Figure 1. Supply network (run 1).
Bar = 20 µm. Pins as bars on the die edge.
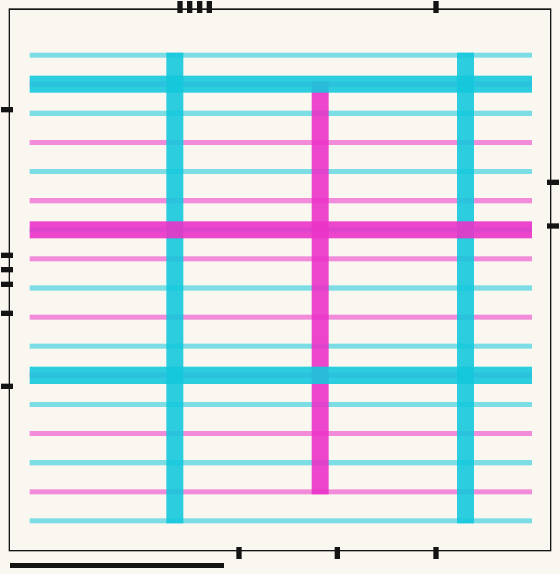
Figure 2. Clock nets (run 1).
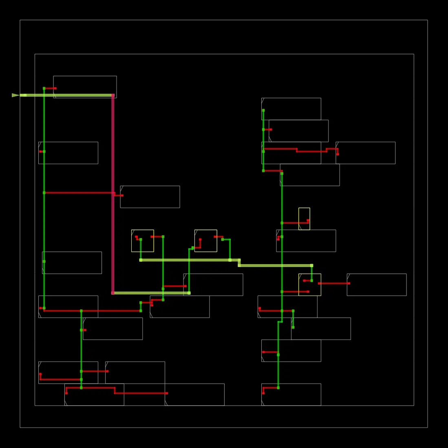
Figure 3. Signal wires by layer (run 1).
Bar = 20 µm. Only two layers are drawn.
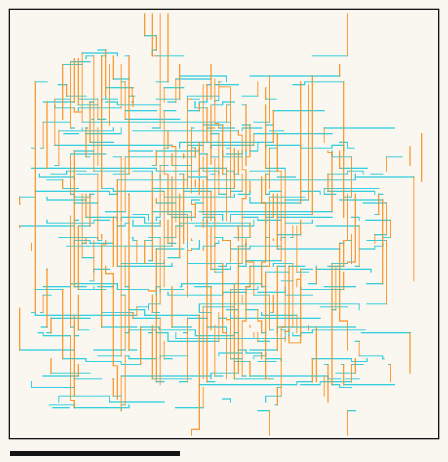
## config.mk

```make
export PLATFORM = sky130hd
export DESIGN_NAME = fib_seq_gen
export DESIGN_NICKNAME = d
export VERILOG_FILES = /design/src/rtl/fib_pkg.sv /design/src/rtl/fib_step.sv /design/src/rtl/fib_seq_gen.sv
export SDC_FILE = /design/constraint.sdc
export NUM_CORES = 1
export LEC_CHECK = 0
export ABC_AREA = 0
export CORE_MARGIN = 1.5
export CORE_UTILIZATION = 53
export CTS_CLUSTER_DIAMETER = 60
export CTS_CLUSTER_SIZE = 14
export DETAILED_ROUTE_END_ITERATION = 7
export HOLD_SLACK_MARGIN = 0.02
export MAX_ROUTING_LAYER = met4
export PLACE_DENSITY = 0.84
export RECOVER_POWER = 100
export SYNTH_ARGS = -nofsm -noshare
export SYNTH_HDL_FRONTEND = slang
export SYNTH_HIERARCHICAL = 1
export SYNTH_SLANG_ARGS = --single-unit
```

## constraint.sdc

```tcl
create_clock -name clk -period 1.95 [get_ports clk]
set_input_delay 0.4875 -clock clk [delete_from_list [all_inputs] [get_ports clk]]
set_output_delay 0.4875 -clock clk [all_outputs]
set_load 0.02 [all_outputs]
```

## src/rtl/fib_pkg.sv

```systemverilog
// rtl/fib_pkg.sv - shared state encodings and default widths for the Fibonacci generator
package fib_pkg;

  localparam int FIB_N     = 4;
  localparam int FIB_CNT_W = 4;

  typedef enum logic [1:0] {
    ST_IDLE = 2'd0,
    ST_EMIT = 2'd1,
    ST_DONE = 2'd2
  } fib_state_e;

endpackage

```

## src/rtl/fib_step.sv

```systemverilog
// rtl/fib_step.sv - one Fibonacci step: N+1-bit add of the two previous terms
module fib_step
  import fib_pkg::*;
#(
  parameter int N = FIB_N
) (
  input  logic [N-1:0] a,
  input  logic [N-1:0] b,
  output logic [N-1:0] sum,
  output logic         carry
);

  assign {carry, sum} = {1'b0, a} + {1'b0, b};

endmodule

```

## src/rtl/fib_seq_gen.sv

```systemverilog
// rtl/fib_seq_gen.sv - valid/ready Fibonacci term generator with count limit and overflow stop
module fib_seq_gen
  import fib_pkg::*;
#(
  parameter int N     = FIB_N,
  parameter int CNT_W = FIB_CNT_W
) (
  input  logic             clk,
  input  logic             rst_n,
  input  logic             start,
  input  logic [CNT_W-1:0] count,
  input  logic             out_ready,
  output logic             out_valid,
  output logic [N-1:0]     out_data,
  output logic             busy,
  output logic             done,
  output logic             overflow
);

  fib_state_e       state, state_nxt;
  logic [N-1:0]     a, b, a_nxt, b_nxt, sum;
  logic             carry;
  logic             pend, pend_nxt;
  logic [CNT_W-1:0] rem, rem_nxt, rem_dec;
  logic             ovf_nxt;
  logic             accept;

  fib_step #(.N(N)) u_step (
    .a     (a),
    .b     (b),
    .sum   (sum),
    .carry (carry)
  );

  assign accept  = out_valid && out_ready;
  assign rem_dec = rem - CNT_W'(1);

  always_comb begin
    state_nxt = state;
    a_nxt     = a;
    b_nxt     = b;
    rem_nxt   = rem;
    pend_nxt  = pend;
    ovf_nxt   = overflow;
    case (state)
      ST_IDLE: begin
        if (start) begin
          ovf_nxt   = 1'b0;
          a_nxt     = '0;
          b_nxt     = N'(1);
          rem_nxt   = count;
          pend_nxt  = 1'b0;
          state_nxt = (count == '0) ? ST_DONE : ST_EMIT;
        end
      end
      ST_EMIT: begin
        if (accept) begin
          rem_nxt = rem_dec;
          if (rem_dec == '0) begin
            state_nxt = ST_DONE;
          end else if (pend) begin
            // b already lost its carry: the next term does not fit in N bits
            state_nxt = ST_DONE;
            ovf_nxt   = 1'b1;
          end else begin
            a_nxt    = b;
            b_nxt    = sum;
            pend_nxt = carry;
          end
        end
      end
      ST_DONE: state_nxt = ST_IDLE;
      default: state_nxt = ST_IDLE;
    endcase
  end

  // Outputs are registered from next-state values so they align with the state they describe
  always_ff @(posedge clk) begin
    if (!rst_n) begin
      state     <= ST_IDLE;
      a         <= '0;
      b         <= '0;
      rem       <= '0;
      pend      <= 1'b0;
      out_valid <= 1'b0;
      out_data  <= '0;
      busy      <= 1'b0;
      done      <= 1'b0;
      overflow  <= 1'b0;
    end else begin
      state     <= state_nxt;
      a         <= a_nxt;
      b         <= b_nxt;
      rem       <= rem_nxt;
      pend      <= pend_nxt;
      out_valid <= (state_nxt == ST_EMIT);
      out_data  <= (state_nxt == ST_EMIT) ? a_nxt : '0;
      busy      <= (state_nxt != ST_IDLE);
      done      <= (state_nxt == ST_DONE);
      overflow  <= ovf_nxt;
    end
  end

endmodule

```

==> run summary, run 1 <==
Flow results follow.

On the worst path, the slowest cell contributes a delay of 570 ps. For reference, the placement row count at floorplan is 16. The most frequent standard cell in the layout excluding fill and tap cells is sky130_fd_sc_hd__dfxtp_1. The area share of the largest cell type after synthesis is 38.6%. The post-synthesis simple-gate area fraction is 28.5%. The number of instances resized during post-cts repair is 3. The cell type with the highest aggregate area in the netlist is sky130_fd_sc_hd__dfxtp_1. The final antenna diode tally reported by the flow is 0.

The portion of the post-synthesis area used by sequential elements is 38.6%. The data arrival at the endpoint of the critical path is 2100 ps. The number of buffer and inverter stages on the critical path is 2. For this run, the share of the core covered by cells in the final layout is 74.4%.

The floorplan-stage core utilization is 58.5%. The number of cells on the worst hold path is listed as 2. Per report_power, the sequential group accounts for 38.0% of the total. The share of post-route cells with drive strength above 1 is 15.2%. Per the synth log, the flip-flop and latch total comes to 23. Looking at the clock tree report, the root buffer type is sky130_fd_sc_hd__clkbuf_4. Hold repair after CTS inserted 0 buffers. Sorting the synthesized cells by how often they occur yields sky130_fd_sc_hd__dfxtp_1, sky130_fd_sc_hd__nor2b_1, sky130_fd_sc_hd__nand3_1, sky130_fd_sc_hd__nor2_1, sky130_fd_sc_hd__nand2_1.

The number of global-route vias before repair was 1055. The category of the critical setup timing path is primary input to flip-flop. The depth of the worst register-to-register path is 6. The predominant post-synthesis flop cell is sky130_fd_sc_hd__dfxtp_1. The worst register-to-register path begins at rem[0].

The CTS tree is yes. Measured against its own limit, the worst slew margin works out to 68.5%. The number of levels in the clock H-tree is 1. In the final report, the number of pins over their slew limit comes to 0. Listed in order, past its start point the critical path passes dlygate4sd3_1 > nor3b_1 > clkbuf_1 > nor2b_1 > mux2i_2 > nor2b_1. The synthesized netlist was found by Yosys to have 138 cells. The flow reports that combinational logic draws 48.7% of the design power.

The overall power of the completed layout is 1.62 mW. Per the GRT congestion report, total overflow comes to 0. The xor-xnor portion of the synthesized cell area is 1.47%. The final period utilization is 97.1%. Leaving out fill and tap cells, the most frequent cells in the layout are sky130_fd_sc_hd__dfxtp_1, sky130_fd_sc_hd__buf_4, sky130_fd_sc_hd__nor2b_1. The async set-or-reset flop fraction in the synthesized netlist is 0%. The post-synthesis average cell area is 8.65 µm².

By instance count, the cell type seen most on the critical path is sky130_fd_sc_hd__nor2b_1. The Yosys chip area is 1190 µm². The worst setup slack for register-to-register paths is 70 ps.

Data on the critical path is required at its endpoint by 2160 ps. For reference, the final report shows the hold violation count at 0. The switching power as a share of total power is 39.1%. The distinct cell type count of the synthesized netlist is 39.

The post-route worst setup slack is 56.2 ps. After floorplanning, the die was sized to cover 2550 µm². The endpoint of the worst hold path is reported as overflow.

STA classifies the critical path startpoint as a primary input. Summed over all combinational cells, the power is 0.789 mW. The remaining antenna violation count after routing is 0.

The transition time at the pin with the least slew margin is 471 ps. For reference, the top cells by area after synthesis are sky130_fd_sc_hd__dfxtp_1, sky130_fd_sc_hd__ha_1, sky130_fd_sc_hd__nor2b_1. The cell with the most instances after synthesis is sky130_fd_sc_hd__dfxtp_1. 16 I/O pins were placed. For the finished layout, the period the worst path requires is 1890 ps. The first global-routing pass estimated 4.68 mm of wire. The timing startpoint of the critical path is start. The worst-path cell with the longest stage delay is sky130_fd_sc_hd__dlygate4sd3_1. The placement stage leaves a total instance area of 1450 µm². The initial antenna violation count is 0. The area fraction in full adders, half adders and majority gates is 7.97%. Power spread over the standard cell area amounts to 1060 nW/µm². The netlist area before placement is 1190 µm². In the routed layout, each cell is associated on average with a via count of 5.71. The registers of the reported paths see a clock transition of 110 ps. The number of setup violations in the final report is 0. The fraction of power consumed by the clock network is 13.3%. In this run, the number of DRC markers left after iteration 0 of detailed routing was 39.

The first detailed-routing pass took 4 iterations. The net load switching power is 0.633 mW. The detailed router placed 1097 vias in this run.

The detailed-route DRC error count is 0. The final wirelength is 2.77 mm. STA classifies the critical path endpoint as a flip-flop. Counting along the longest clock path gives a buffer depth of 2.

The run finished with clean final reports. The number of standard cells after synthesis is 138. The area fraction in compound gates after synthesis is 15.4%. The pin count of the biggest net entering global routing is 13.

The peak clock frequency supported by timing is 528 MHz. The net count entering floorplan is 153. Detailed placement ended at an HPWL of 2.05 mm. The final instance area is 1520 µm². The global router's overall resource usage is 24.7%. The number of nets in the layout is 181. The number of violations of the max-capacitance limit is 0. The path class of the tightest hold or removal check is flip-flop to flip-flop. For the worst min-delay path, the startpoint reported by OpenROAD is overflow.

The area overhead of the layout relative to synthesis is 27.4%. The last element of the critical path is a[1]. The dominant delay contributor by cell family on the critical path is buffers and inverters.

The number of stages on the worst setup path is 6. The leakage power figure is 0.661 nW. Per the repair_timing log after CTS, setup buffers inserted total 0. The stage-log warning count is 27. The capture point of the worst register-to-register path is recorded as b[0]. The total CTS buffers is 3. The largest driver fanout on the critical path is 5. RePlAce ended its routability-driven mode at a weighted congestion of 0.794.

In this run the tool buffered the top-level ports with 15 buffer cells. For reference, the top logic cell family by area is simple AND/OR/NAND/NOR gates.
About Figure 1:
color	net
magenta	VDD
cyan	VSS
rows	16
met4 straps	3
met5 straps	3
met1 rails	17
signal pins	16
largest vdd supply drop: 847 µV
Core Area: 2040 µm²
Vert. Die Dim: 50.5 µm
Die Span X: 50.5 µm

About Figure 2:
sink count of the clock tree: 23
Insertion Delay late pin: 310 ps
P_clk: 0.215 mW
final setup skew: 8.06 ps
final-layout clock buffer total: 4

About Figure 3:
color	layer	wire length
cyan	met1	1220 µm
orange	met2	1330 µm

[run 1: state kept, by name, indices dropped and copies added (netlist names)]
signal     cells
done           1
busy           1
a              4
b              4
rem            4
overflow       1
state          2
out_data       4
pend           1
out_valid      1
[run 1: metrics by stage]
step                setup TNS (ps)  cells  hold slack [ps]
finish                           0    192              465
detailed placement           -4890    188              447
global route                 -1.81    192              499
CTS                              0    192              474
floorplan                        0    138              463
global placement             -4470    188              439
[run 1: per-layer routing]
layer	vias up	GRT usage (%)	share of wire (%)
met3	10	5.95	5.5
met4	0	6.31	2.6
met5	-	-	0
li1	540	-	-
met2	43	41.0	48
met1	504	30.2	44
[run 1: final cells by class]
cell class,instances,area [µm²]
multi-input combinational,102,722
fill,152,522
sequential,23,462
timing repair buffer,28,246
tap,27,33.8
inverter,8,30.0
clock buffer,4,26.3
==> inputs of run 2 (changes only) <==
- HOLD_SLACK_MARGIN: 0.02 -> 0.15
Figure 4. Metal 3 (run 2).
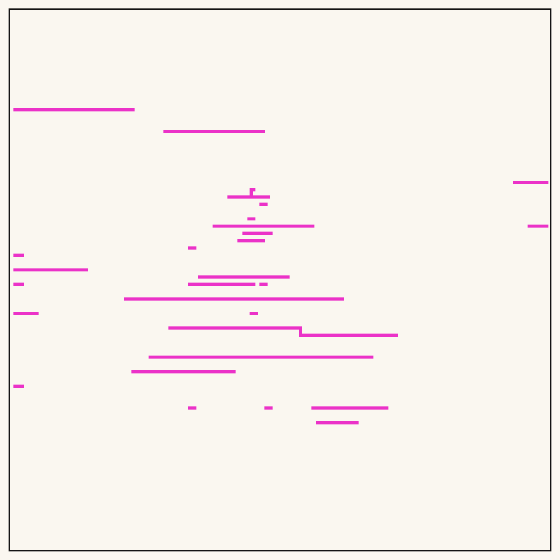
nets with wire on the layer	22
wire length on this layer	153 µm
vias after detailed routing: 1097
met3 usage: 5.95%

Figure 5. Supply network (run 2).
Bar = 20 µm. Pins as bars on the die edge.
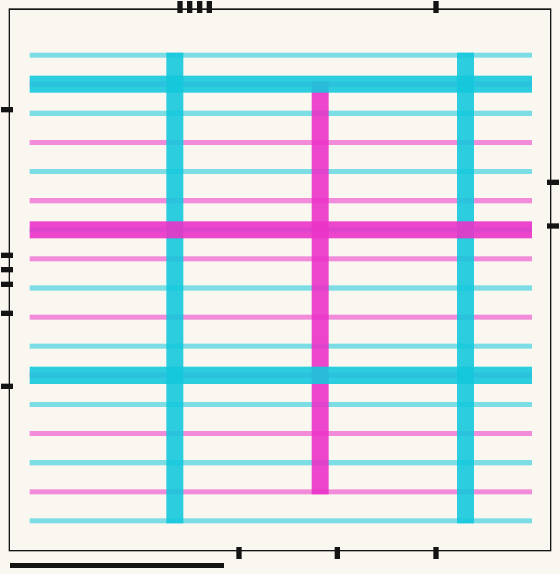
color	net
cyan	VSS
magenta	VDD
met1 rails	17
met4 straps	3
signal pins	16
met5 straps	3
rows	16

==> run summary, run 2 <==
Flow results follow.

The flow ran to the end, and the final reports show no timing, DRC or antenna violations. The chip height is 50.5 µm. The last weighted congestion value of the routability-driven placer is 0.794. CTS added clock buffers totalling 3.

The number of hold violations in the final report is 0. The repair_antennas step left the layout with diodes totalling 0. Of the total power, the share spent switching nets is 39.1%. The cell-mix breakdown from Yosys lists the XOR/XNOR area share as 1.47%. The cell with the most instances after synthesis is sky130_fd_sc_hd__dfxtp_1. Summing the areas of all fa, ha and maj instances in the mapped netlist gives 7.97% of the synthesized area. On the final layout, the worst clock skew is 8.06 ps. The worst path needs 1890 ps of the cycle, external delays included.

The cell type with the highest aggregate area in the netlist is sky130_fd_sc_hd__dfxtp_1. The fraction of power consumed by the clock network is 13.3%. The flow reported a cell area power density of 1060 nW/µm². Across every metal layer, demand over resource in global routing totals 24.7%.

The detailed-route DRC error count is 0. The most frequent cell on the critical path is sky130_fd_sc_hd__nor2b_1. The final max-slew violation count is 0. The most congested layer reported by global routing is met2. The largest power group is combinational logic. The clock slew seen by the registers of the worst setup and hold paths is 110 ps. The leakage power figure is 0.661 nW. Summed over its instances, the top area cell type makes up 38.6% of the synthesized netlist area. At the pin with the least slew margin, the transition time is 471 ps. The row count is 16. The remaining antenna violation count after routing is 0. The highest metal layer with signal wires is met4. The category of the critical setup timing path is primary input to flip-flop. After synthesis the cells add up to 1190 µm². The worst stage delay on the critical path is 570 ps. Dividing the final minimum period by the clock period gives 97.1%. The data required time at the worst endpoint is 2160 ps. In the power breakdown, the internal column shows 0.986 mW.

The detailed-routed wire length on met3 is 152 µm. The final HPWL from detailed placement is 2.05 mm. In this run the cell area measured after placement is 1450 µm². For this run, asynchronously set or reset flops after synthesis account for 0%. The tally of yosys warning messages is 6.

The detailed-routing wirelength on met1 is 1.22 mm. In the final timing run, aggregate negative setup slack is 0 ps. The tightest hold path in the finished design has a slack of 465 ps. In the final layout, the share of cells above drive strength 1 is 15.2%.

The predominant post-synthesis flop cell is sky130_fd_sc_hd__dfxtp_1. Combinational power for this build is 0.789 mW. The amount of wire on met2 after detailed routing is 1.33 mm. The finished cells cover 1520 µm².

The hold buffer count at cts is 0. The largest driver fanout on the critical path is 5. On met2, the global router reports a usage of 41.0%. The CTS tree is yes. The clock network consumes a total of 0.215 mW. CTS built an H-tree with a depth of 1. The number of cells in the yosys synthesis report is 138. The number of violations of the max-capacitance limit is 0.

The initial antenna violation count was 0. The dominant delay contributor by cell family on the critical path is buffers and inverters. The end-of-flow core utilization is 74.4%. The logs give a warning total of 27. In this run, the synthesized area fraction spent on and/or/nand/nor cells is recorded as 28.5%. The worst-path cell with the longest stage delay is sky130_fd_sc_hd__dlygate4sd3_1. The number of global-route vias before repair is 1055.

On met1, the global router reports a usage of 30.2%. The final wirelength is 2.77 mm. Yosys shows that the main logic family after synthesis is simple AND/OR/NAND/NOR gates. The path class of the tightest hold or removal check is flip-flop to flip-flop. The clock tree root driver cell is sky130_fd_sc_hd__clkbuf_4.

The number of buffer cells added on primary ports is 15. The chip occupies 2550 µm². Synthesis produced a netlist with a net count of 153. Dividing the detail-routed via count by the number of cells gives 5.71. Each instance of the synthesized netlist takes up on average 8.65 µm². The fraction of power consumed by sequential logic is 38.0%. By instance count after routing, the leading logic cell type is sky130_fd_sc_hd__dfxtp_1.

The area overhead of the layout relative to synthesis is 27.4%. Per the GRT congestion report, total overflow comes to 0. The peak clock frequency supported by timing is 528 MHz. The multiplexer share of the synthesized area is 3.35%.

Entering global routing, the biggest net connects 13 pins. The number of nets in the layout is 181. No sink is reached through more buffers than the 2 on the longest clock path. The placement-stage worst setup slack is -418 ps. The wire length of the first global-routing pass is 4.68 mm. By count the netlist is led by sky130_fd_sc_hd__dfxtp_1, sky130_fd_sc_hd__nor2b_1, sky130_fd_sc_hd__nand3_1, sky130_fd_sc_hd__nor2_1, sky130_fd_sc_hd__nand2_1.

The number of placed cells counting well taps is 188. The initial utilization of the core area, before any placement, comes to 58.5%. The post-route worst setup slack is 56.2 ps. The number of setup violations in the final report is 0. The number of buffers added for setup after CTS is 0. The number of optimization iterations in the first detailed-route pass is 4. For reference, the critical path cell chain is dlygate4sd3_1 > nor3b_1 > clkbuf_1 > nor2b_1 > mux2i_2 > nor2b_1. The floorplan core area is 2040 µm². The relative slew slack is 68.5%. The overall power of the completed layout is 1.62 mW. The net load switching power is 0.633 mW.

On the critical path the data arrives at 2100 ps. In the post-synthesis netlist, the biggest area contributors are sky130_fd_sc_hd__dfxtp_1, sky130_fd_sc_hd__ha_1, sky130_fd_sc_hd__nor2b_1. The number of buffer and inverter stages on the critical path is 2. The element type at the critical path end is a flip-flop. Combinational cells account for 48.7% of the total power. The area fraction in compound gates after synthesis is 15.4%. For this block, the initial DRC count from the detailed router was 39.

The number of register bits inferred by synthesis is 23. The gate-level netlist out of Yosys references 39 unique cell types. The kind of start point of the critical path is a primary input. The highest supply drop recorded on VDD is 847 µV. Counting flops with a built-in enable in the synthesized netlist gives 0.

The finished layout holds 192 standard cells, fillers aside. The number of instances resized during post-cts repair is 3. The number of clock sinks seen by CTS is 23. After synthesis, flip-flops and latches occupy 38.6% of the total area. The most common logic cells in the final layout are sky130_fd_sc_hd__dfxtp_1, sky130_fd_sc_hd__buf_4, sky130_fd_sc_hd__nor2b_1.

Per the detail_route report, routed wire per instance is 14.4 µm. The sequential power reported by the tool is 0.615 mW. For the worst-skew pair, the clock arrives at the later sink with an insertion delay of 310 ps. The horizontal die dimension reported for this design is 50.5 µm. The number of I/O pins is 16. The number of standard cells after synthesis is 138.

Yosys reports a chip area of 1190 µm².
run 2: cell counts in the layout (fill, tap and decap cells not counted):
No cell type changed its count.
run 2: layout make-up:
type                       instances  area, µm²
multi-input combinational        102        722
fill                             152        522
sequential                        23        462
inverter                           8       30.0
timing repair buffer              28        246
clock buffer                       4       26.3
tap                               27       33.8
run 2: cells by family (layout without fill, tap and decap cells):
logic type | Yosys count | count (layout)
simple gates | 62 | 62
flops | 23 | 23
buf+inv | 13 | 40
mux | 4 | 4
fa+ha+maj | 7 | 7
compound gates | 27 | 27
xor+xnor | 2 | 2
run 2: path summary, 6_finish.rpt:
path              slack, ps     start  depth (start not counted)  endpoint
setup / recovery         60     start                          6      a[1]
hold / removal          460  overflow                          2  overflow
setup reg to reg         70    rem[0]                          6      b[0]
hold reg to reg         460  overflow                          2  overflow
==> inputs of run 3 (changes only) <==
- ABC_AREA: 0 -> default
Figure 6. Clock nets (run 3).
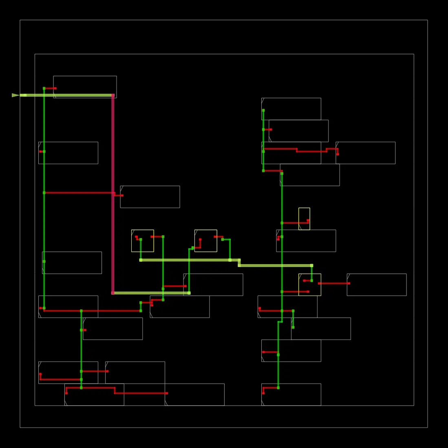
number of sequential storage elements: 23
Inserted Clock Buffers: 3

==> run summary, run 3 <==
Flow results follow.

In the final layout, excluding clock buffers the buffer count is 28. The fraction of power consumed by sequential logic is 38.0%. Looking at the global route congestion table, the highest-usage layer is met2. The count of flip-flops with a built-in enable after synthesis is 0. The worst setup path is captured at a flip-flop.

The routed layout has 1097 vias. The clock buffer count is 4. The count of filler cells inserted in the layout is 152. The timing report gives the worst reg2reg path a setup slack of 70 ps.

In the post-synthesis netlist, the cell with the most instances is sky130_fd_sc_hd__dfxtp_1. In this run the biggest area consumer among cell types represents 38.6% of the synthesized area. The number of I/O pins is 16.

The depth of the worst register-to-register path is 6. Per report_power, the Clock row totals 0.215 mW. The class occupying the most area after layout is reported as multi-input combinational cells.

According to the floorplan report, the die width is 50.5 µm. The relative slew slack is 68.5%. Per the final timing report, the hold violations number 0. In the layout the commonest cells are sky130_fd_sc_hd__dfxtp_1, sky130_fd_sc_hd__buf_4, sky130_fd_sc_hd__nor2b_1.

The floorplan core area is 2040 µm². During placement, the flow inserted port buffers numbering 15. For the pin with the worst max-slew slack, the measured transition is 471 ps. The critical hold path startpoint is overflow. The number of levels in the clock H-tree is 1. The arrival time of data at the worst endpoint is listed as 2100 ps. The largest combinational cell category by area is simple AND/OR/NAND/NOR gates. The last weighted congestion value of the routability-driven placer is 0.794.

The number of inserted diodes is 0. The design internal power is 0.986 mW. The clock buffer and inverter area fraction after layout is 1.73%.

The synthesized netlist devotes 28.5% of its cell area to simple gates. The reg-to-reg endpoint is b[0]. The run finished with clean final reports.

The CTS tree is yes. On the worst setup and hold paths after CTS, the clock-pin slew comes to 110 ps. Per the final report, max-transition violations number 0. The met1 track demand over resource in global routing is 30.2%. The xor-xnor portion of the synthesized cell area is 1.47%.

Signal routing reaches up to met4. The detailed-route DRC error count is 0. In the final layout, the share of cells above drive strength 1 is 15.2%. The script extracted a net switching power of 0.633 mW. The setup TNS is 0 ps.

The wire length recorded after detailed routing is 2.77 mm. The category of the critical setup timing path is primary input to flip-flop. The timing report shows the most common cell along the critical path to be sky130_fd_sc_hd__nor2b_1. Buffers outside the clock tree occupy 16.2% of the routed design's cell area. The largest driver fanout on the critical path is 5. In the power breakdown, the biggest contributor is combinational logic.

OpenROAD emitted warnings numbering 27. Yosys mapped the design onto 39 distinct sky130hd cell types. The tally of yosys warning messages is 6. After detailed routing, the wire length on met1 is 1.22 mm. The path with the worst hold slack has its endpoint at overflow. The last timing report of the flow puts the setup violation total at 0.

For this run, asynchronously set or reset flops after synthesis account for 0%. According to the floorplan log, the row count is 16. The logic area is 722 µm².

Ranked by total cell area, the synthesized netlist is headed by sky130_fd_sc_hd__dfxtp_1, sky130_fd_sc_hd__ha_1, sky130_fd_sc_hd__nor2b_1. The worst-case IR drop observed on VDD is 847 µV. The commonest cells after synthesis are sky130_fd_sc_hd__dfxtp_1, sky130_fd_sc_hd__nor2b_1, sky130_fd_sc_hd__nand3_1, sky130_fd_sc_hd__nor2_1, sky130_fd_sc_hd__nand2_1. The post-route clock skew is 8.06 ps.

The number of global-route vias before repair is 1055. The global router's overall resource usage is 24.7%. The chip area line in the Yosys stat output reads 1190 µm². The final report lists a non-filler cell total of 192. The area of placed instances is 1450 µm². In the synthesized netlist the dominant register cell turns out to be sky130_fd_sc_hd__dfxtp_1.

Of the synthesized area, sequential elements account for 38.6%. The net count entering floorplan is 153. The post-synthesis average cell area is 8.65 µm². The number of violations reported at the end of detailed-routing iteration 0 is 39.

The worst hold path was traced through 2 stages. Summing all non-filler instances in the final layout gives an area of 1520 µm². The timing startpoint of the critical path is start. In the final layout, flip-flops and latches take up 30.4% of the cell area.
Figure 7. Metal 3 (run 3).
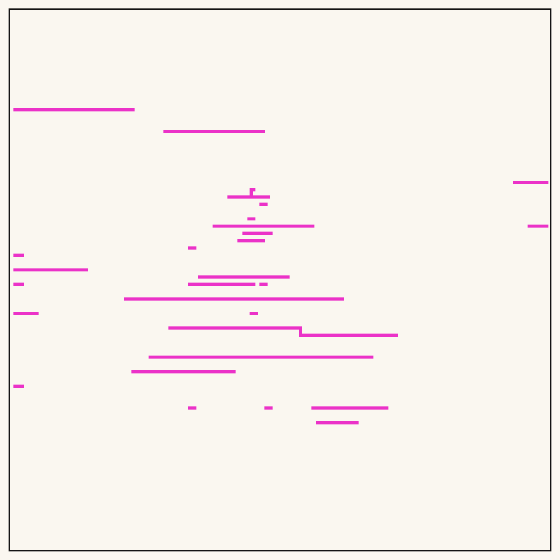
wire length on this layer	153 µm
main direction	horizontal

[run 3: cell counts in the layout (fill, tap and decap cells not counted)]
Identical to the previous run, type by type.
[run 3: critical path, delay by kind of cell]
| kind | cells | cell delay, ps |
|---|---|---|
| buffers and inverters | 2 | 830 |
| multiplexers | 1 | 190 |
| AND/OR/NAND/NOR | 3 | 590 |
[run 3: repair_timing]
action | 4_1_cts | 5_1_grt
setup endpoints to repair | 9 | 11
pin swaps | 0 | 3
setup buffers | 0 | 0
hold buffers | 0 | 0
gates resized | 3 | 10
[run 3: worst max path at each step]
stage	endpoint
after detailed placement	a[0]
final	a[1]
after CTS	a[1]
after floorplan	b[0]
after global placement	b[0]
after global routing	b[0]
No activity file was given, so power comes from the tool's default toggle rates.
